$ cat src/rtl/cipher_stream_arbiter.sv
// Round-robin message arbiter feeding one case-preserving shift-cipher datapath.
// Define CIPHER_STATS_EN to add per-source message counters and a truncation counter.
//
// state | meaning
// IDLE  | no grant; picks the next message owner (takes one cycle)
// ENC   | encrypt port owns the datapath until its message ends
// DEC   | decrypt port owns the datapath until its message ends
module cipher_stream_arbiter #(
  parameter int MSG_LEN = 6,
  parameter int SHIFT   = 3,
  parameter int CNT_W   = $clog2(MSG_LEN + 1)
) (
  input  logic       clk,
  input  logic       rst_n,
  input  logic       enc_valid,
  output logic       enc_ready,
  input  logic [7:0] enc_data,
  input  logic       enc_last,
  input  logic       dec_valid,
  output logic       dec_ready,
  input  logic [7:0] dec_data,
  input  logic       dec_case,
  input  logic       dec_last,
  output logic       out_valid,
  input  logic       out_ready,
  output logic [7:0] out_data,
  output logic       out_case,
  output logic       out_src,
  output logic       out_last,
  output logic       out_trunc
`ifdef CIPHER_STATS_EN
  ,
  output logic [15:0] enc_msg_cnt,
  output logic [15:0] dec_msg_cnt,
  output logic [15:0] trunc_cnt
`endif
);

  typedef enum logic [1:0] {IDLE = 2'd0, ENC = 2'd1, DEC = 2'd2} state_t;

  localparam logic [5:0]       SHIFT6   = 6'(SHIFT);
  localparam logic [5:0]       UNSHIFT6 = 6'(26 - SHIFT);
  localparam logic [CNT_W-1:0] CNT_END  = CNT_W'(MSG_LEN - 1);

  state_t           state_q, state_d;
  logic             rr_q, rr_d;
  logic [CNT_W-1:0] cnt_q, cnt_d;
  logic             out_valid_q, out_valid_d;
  logic [7:0]       out_data_q, out_data_d;
  logic             out_case_q, out_case_d;
  logic             out_src_q, out_src_d;
  logic             out_last_q, out_last_d;
  logic             out_trunc_q, out_trunc_d;

  // Inputs are at most 25 and the shift at most 26, so one subtract reduces mod 26.
  function automatic logic [5:0] mod26(input logic [5:0] s);
    return (s >= 6'd26) ? s - 6'd26 : s;
  endfunction

  logic       enc_up, enc_lo, dec_up;
  logic [5:0] enc_idx, enc_sum, dec_idx, dec_sum;
  logic [7:0] enc_xf, dec_xf;

  assign enc_up  = (enc_data >= 8'h41) && (enc_data <= 8'h5a);
  assign enc_lo  = (enc_data >= 8'h61) && (enc_data <= 8'h7a);
  assign dec_up  = (dec_data >= 8'h41) && (dec_data <= 8'h5a);
  assign enc_idx = enc_lo ? 6'(enc_data - 8'h61) : 6'(enc_data - 8'h41);
  assign enc_sum = mod26(enc_idx + SHIFT6);
  assign dec_idx = 6'(dec_data - 8'h41);
  assign dec_sum = mod26(dec_idx + UNSHIFT6);
  assign enc_xf  = (enc_up || enc_lo) ? 8'h41 + {2'b00, enc_sum} : enc_data;
  assign dec_xf  = dec_up ? (dec_case ? 8'h61 : 8'h41) + {2'b00, dec_sum} : dec_data;

  logic out_free, acc, acc_last, msg_end;

  assign out_free  = !out_valid_q || out_ready;
  assign enc_ready = (state_q == ENC) && enc_valid && out_free;
  assign dec_ready = (state_q == DEC) && dec_valid && out_free;
  assign acc       = enc_ready || dec_ready;
  assign acc_last  = (state_q == ENC) ? enc_last : dec_last;
  assign msg_end   = acc_last || (cnt_q == CNT_END);

  always_comb begin
    state_d     = state_q;
    rr_d        = rr_q;
    cnt_d       = cnt_q;
    out_valid_d = out_valid_q;
    out_data_d  = out_data_q;
    out_case_d  = out_case_q;
    out_src_d   = out_src_q;
    out_last_d  = out_last_q;
    out_trunc_d = out_trunc_q;

    if (out_valid_q && out_ready) out_valid_d = 1'b0;

    case (state_q)
      IDLE: begin
        if (enc_valid && dec_valid) begin
          state_d = rr_q ? DEC : ENC;
          rr_d    = !rr_q;
        end else if (enc_valid) begin
          state_d = ENC;
        end else if (dec_valid) begin
          state_d = DEC;
        end
      end
      ENC, DEC: begin
        if (acc) begin
          out_valid_d = 1'b1;
          out_data_d  = (state_q == ENC) ? enc_xf : dec_xf;
          out_case_d  = (state_q == ENC) && enc_lo;
          out_src_d   = (state_q == DEC);
          out_last_d  = msg_end;
          out_trunc_d = msg_end && !acc_last;
          if (msg_end) begin
            state_d = IDLE;
            cnt_d   = '0;
          end else begin
            cnt_d = cnt_q + CNT_W'(1);
          end
        end
      end
      default: state_d = IDLE;
    endcase
  end

`ifdef CIPHER_STATS_EN
  logic [15:0] enc_msg_cnt_q, enc_msg_cnt_d;
  logic [15:0] dec_msg_cnt_q, dec_msg_cnt_d;
  logic [15:0] trunc_cnt_q, trunc_cnt_d;
  logic        last_handoff;

  assign last_handoff = out_valid_q && out_ready && out_last_q;

  always_comb begin
    enc_msg_cnt_d = enc_msg_cnt_q;
    dec_msg_cnt_d = dec_msg_cnt_q;
    trunc_cnt_d   = trunc_cnt_q;
    if (last_handoff) begin
      if (out_src_q) dec_msg_cnt_d = dec_msg_cnt_q + 16'd1;
      else           enc_msg_cnt_d = enc_msg_cnt_q + 16'd1;
      if (out_trunc_q) trunc_cnt_d = trunc_cnt_q + 16'd1;
    end
  end

  always_ff @(posedge clk or negedge rst_n) begin
    if (!rst_n) begin
      enc_msg_cnt_q <= '0;
      dec_msg_cnt_q <= '0;
      trunc_cnt_q   <= '0;
    end else begin
      enc_msg_cnt_q <= enc_msg_cnt_d;
      dec_msg_cnt_q <= dec_msg_cnt_d;
      trunc_cnt_q   <= trunc_cnt_d;
    end
  end

  assign enc_msg_cnt = enc_msg_cnt_q;
  assign dec_msg_cnt = dec_msg_cnt_q;
  assign trunc_cnt   = trunc_cnt_q;
`endif

  always_ff @(posedge clk or negedge rst_n) begin
    if (!rst_n) begin
      state_q     <= IDLE;
      rr_q        <= 1'b0;
      cnt_q       <= '0;
      out_valid_q <= 1'b0;
      out_data_q  <= 8'h00;
      out_case_q  <= 1'b0;
      out_src_q   <= 1'b0;
      out_last_q  <= 1'b0;
      out_trunc_q <= 1'b0;
    end else begin
      state_q     <= state_d;
      rr_q        <= rr_d;
      cnt_q       <= cnt_d;
      out_valid_q <= out_valid_d;
      out_data_q  <= out_data_d;
      out_case_q  <= out_case_d;
      out_src_q   <= out_src_d;
      out_last_q  <= out_last_d;
      out_trunc_q <= out_trunc_d;
    end
  end

  assign out_valid = out_valid_q;
  assign out_data  = out_data_q;
  assign out_case  = out_case_q;
  assign out_src   = out_src_q;
  assign out_last  = out_last_q;
  assign out_trunc = out_trunc_q;

endmodule

$ cat config.mk
export PLATFORM = sky130hd
export DESIGN_NAME = cipher_stream_arbiter
export DESIGN_NICKNAME = d
export VERILOG_FILES = /design/src/rtl/cipher_stream_arbiter.sv
export SDC_FILE = /design/constraint.sdc
export NUM_CORES = 1
export LEC_CHECK = 0
export CAP_MARGIN = 10
export CORE_MARGIN = 2
export CORE_UTILIZATION = 48
export DETAILED_ROUTE_END_ITERATION = 7
export GPL_ROUTABILITY_DRIVEN = 1
export PLACE_DENSITY = 0.77
export SLEW_MARGIN = 10
export SYNTH_ARGS = -nofsm -noshare
export SYNTH_HDL_FRONTEND = slang
export SYNTH_SLANG_ARGS = --single-unit
$ cat constraint.sdc
create_clock -name clk -period 1.81 [get_ports clk]
set_input_delay 0.181 -clock clk [delete_from_list [all_inputs] [get_ports clk]]
set_output_delay 0.181 -clock clk [all_outputs]
set_load 0.005 [all_outputs]
==> GITHUB_STEP_SUMMARY <==
### Metrics collected by this job

| Metric | Value |
|---|---|
| Relative contribution of sequential cells to total power | 24.7% |
| Achievable frequency | 0.389 GHz |
| Relative slew slack | 70.8% |
| Pin count of the biggest net entering global routing | 20 |
| Violated checks | setup timing |
| Number of violations of the max-capacitance limit | 0 |
| Detail-routed via count per cell | 5.77 |
| Combinational group share of total power | 65.0% |
| Global-route wire length before repair | 11700 um |
| Clock-pin slew on the worst setup and hold paths | 0.08 ns |
| Clk root buf | sky130_fd_sc_hd__clkbuf_8 |
| Synth Warn # | 0 |
| Number of fill cells in the layout | 253 |
| Relative contribution of the clock network to total power | 10.2% |
| Final WS setup | -0.763 ns |
| Max Clock Skew | 0.00261 ns |
| Number of nets at the end of the flow | 439 |
| Final count of hold timing violations | 0 |
| First-pass DRT Iterations | 4 |
| Congestion Overflow GR | 0 |
| Critical path endpoint category | flip-flop |
| Power per cell area | 800 mW/mm^2 |
| Finish-stage setup viols | 7 |
| Initial detailed-routing violation count | 170 |
| Number of warnings in the stage logs | 37 |
| Count of library flops with an enable pin | 0 |
| Post-route clock period utilization | 142% |
| Tally of unique sky130hd cells used after synthesis | 63 |
| Number of cell rows | 24 |
| TritonCTS Sinks | 19 |
| Share of synthesized area occupied by flip-flops and latches | 21.7% |
| Die height | 71.5 um |
| Top cells by count, synth | sky130_fd_sc_hd__nand2_1, sky130_fd_sc_hd__nor2_1, sky130_fd_sc_hd__dfrtp_1 |
| Via count of the first global-routing pass | 2598 |
| ANT cells | 0 |
| Area share of the largest cell type after synthesis | 21.7% |
| Result of the run | finished, violations left |
| Highest-delay cell along the critical path | sky130_fd_sc_hd__o41ai_4 |
| Tot Pwr | 2.96 mW |
routing by layer:
| layer | vias up | global-route usage (%) |
|---|---|---|
| li1 | 1242 | - |
| met1 | 1242 | 32.2 |
| met2 | 82 | 54.5 |
| met3 | 32 | 3.66 |
| met4 | 0 | 9.22 |
| met5 | - | 0 |
power by group through the flow:
stage               sequential, mW  clock (mW)  combinational [mW]
floorplan                    0.710           0               0.865
global placement             0.717           0                1.56
detailed placement           0.724           0                1.61
CTS                          0.721       0.303                1.74
global route                 0.748       0.328                2.07
finish                       0.731       0.302                1.92
area by class of cell:
class                      instances  area, um^2  share of cell area (%)
inverter                          13        65.1                    1.76
sequential                        19         475                    12.9
timing repair buffer             131        1120                    30.3
multi-input combinational        231        1930                    52.1
clock buffer                       3        41.3                    1.12
tap                               52        65.1                    1.76
clock inverter                     1        5.00                   0.135
state kept, by name, indices dropped and copies added, names as in the netlist:
signal,count
out_trunc,1
out_case,1
out_last,1
cnt_q,3
out_data,8
state_q,2
out_src,1
out_valid,1
rr_q,1
worst reg2reg max path: cells and delay by family (launching register included):
family / cells / cell delay [ns]
buffers and inverters: 2 / 0.25
AND-OR/OR-AND: 3 / 0.38
adder cells (fa/ha/maj): 1 / 0.21
AND/OR/NAND/NOR: 4 / 0.53
flip-flops: 1 / 0.40
what timing repair did:
item / CTS / global route
setup endpoints to repair: 15 / 15
pin swaps: 30 / 28
buffers inserted: 16 / 3
gates resized: 60 / 38
hold buffers: 0 / 0
placed cells by master (no fill, tap or decap), types with 7 or more instances in the layout:
| cell type | netlist | routed |
|---|---|---|
| sky130_fd_sc_hd__a21oi_1 | 17 | 11 |
| sky130_fd_sc_hd__buf_4 | 1 | 86 |
| sky130_fd_sc_hd__buf_6 | 1 | 8 |
| sky130_fd_sc_hd__clkdlybuf4s50_1 | 0 | 26 |
| sky130_fd_sc_hd__dfrtp_1 | 19 | 19 |
| sky130_fd_sc_hd__ha_1 | 16 | 8 |
| sky130_fd_sc_hd__inv_1 | 13 | 7 |
| sky130_fd_sc_hd__nand2_1 | 29 | 27 |
| sky130_fd_sc_hd__nand3_1 | 11 | 8 |
| sky130_fd_sc_hd__nor2_1 | 28 | 24 |
| sky130_fd_sc_hd__o21ai_0 | 12 | 7 |
| sky130_fd_sc_hd__xnor2_2 | 1 | 7 |
worst paths after layout:
check	start	endpoint	slack, ns	depth (start not counted)
worst min-delay path	rst_n	state_q[0]	0.11	1
max in group asynchronous	rst_n	out_src	1.25	2
worst max-delay path	enc_data[0]	out_data[4]	-0.76	16
min in group clk	enc_data[6]	out_data[6]	0.28	3
worst max register to register	state_q[0]	out_data[7]	-0.06	10
worst min register to register	out_data[0]	out_data[0]	0.49	2
cells by family (layout without fill, tap and decap cells):
logic type	after synthesis	count (layout)	synth area share, %
compound gates	74	74	24.6
xor+xnor	21	21	9.94
fa+ha+maj	16	16	9.14
buf+inv	29	148	5.66
flops	19	19	21.7
mux	5	5	2.46
simple gates	115	115	26.5
through the flow:
step	TNS, ns	setup WS (ns)
5_1_grt	-4.66	-0.808
6_report	-3.92	-0.763
3_3_place_gp	-8.98	-1.34
4_1_cts	-3.69	-0.703
3_5_place_dp	-9.94	-1.48
2_1_floorplan	-4.61	-0.902
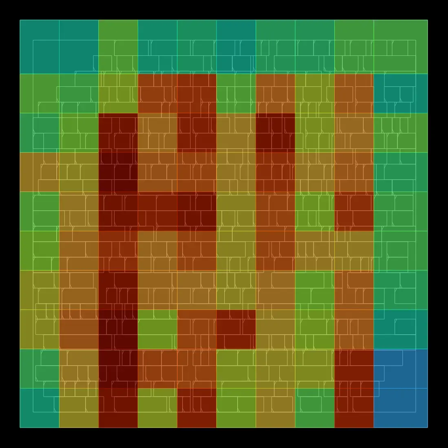
**Above:** track usage over the die.
grt peak-use layer: met2
met1 usage in global routing: 32.2%
met2 track demand over resource in global routing: 54.5%

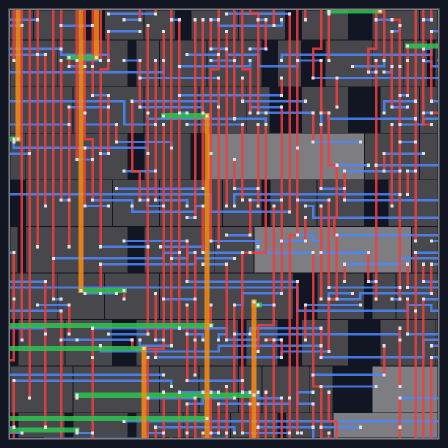
**Above:** zoomed window.
Window x 23 to 48, y 23 to 48 um. Cells in gray, sequential cells in the stronger gray; small squares are vias.
Key: red = metal 2; blue = metal 1; orange = metal 4; green = metal 3
Netlist names of flops here include out_data (3). 67 logic cells have their middle in the window. Sequential cells in the window: 3. Most frequent: buf_4 (17), nor2_1 (5), nand2_1 (4).

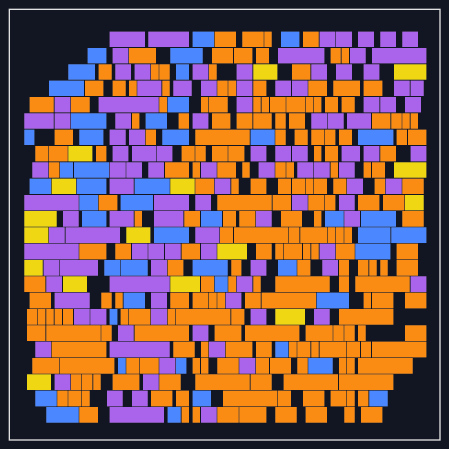
**Above:** sizing map.
Drawn at 6 px/um.
Key: blue = _2 cells [cells 47, most used xnor2_2]; yellow = _6 and larger [cells 16, most used buf_6]; purple = _3 and _4 cells [cells 112, most used buf_4]; orange = _0 and _1 cells [cells 223, most used nand2_1]
Area growth, synth to finish: 68.8%
count of buffers not belonging to the clock network in the layout: 131

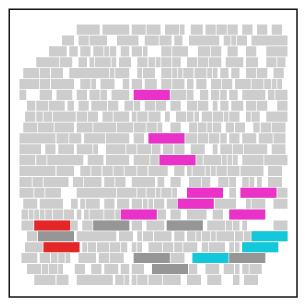
**Above:** sequential cells grouped by signal name.
Drawn at 4 px/um. Other sequential cells in the stronger gray, the rest of the logic in the fainter gray.
Key: cyan = cnt_q [placed flops 3]; red = state_q [placed flops 2]; magenta = out_data [placed flops 8]
Another 6 sequential cells are not colored.
Util after Layout: 84.3%
sequential cell area share: 12.9%
Flop area: 475 um^2

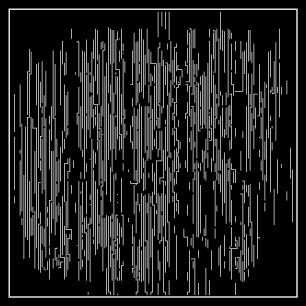
**Above:** M2 wires.
Drawn at 4 px/um.
The layer holds 54% of the routed length. 393 nets have wire on it. The layer carries 4180 um of wire.
total length of routed wires: 7730 um
number of vias in the routed layout: 2598

Power figures rest on the tool's default switching activity, not on a simulated workload.
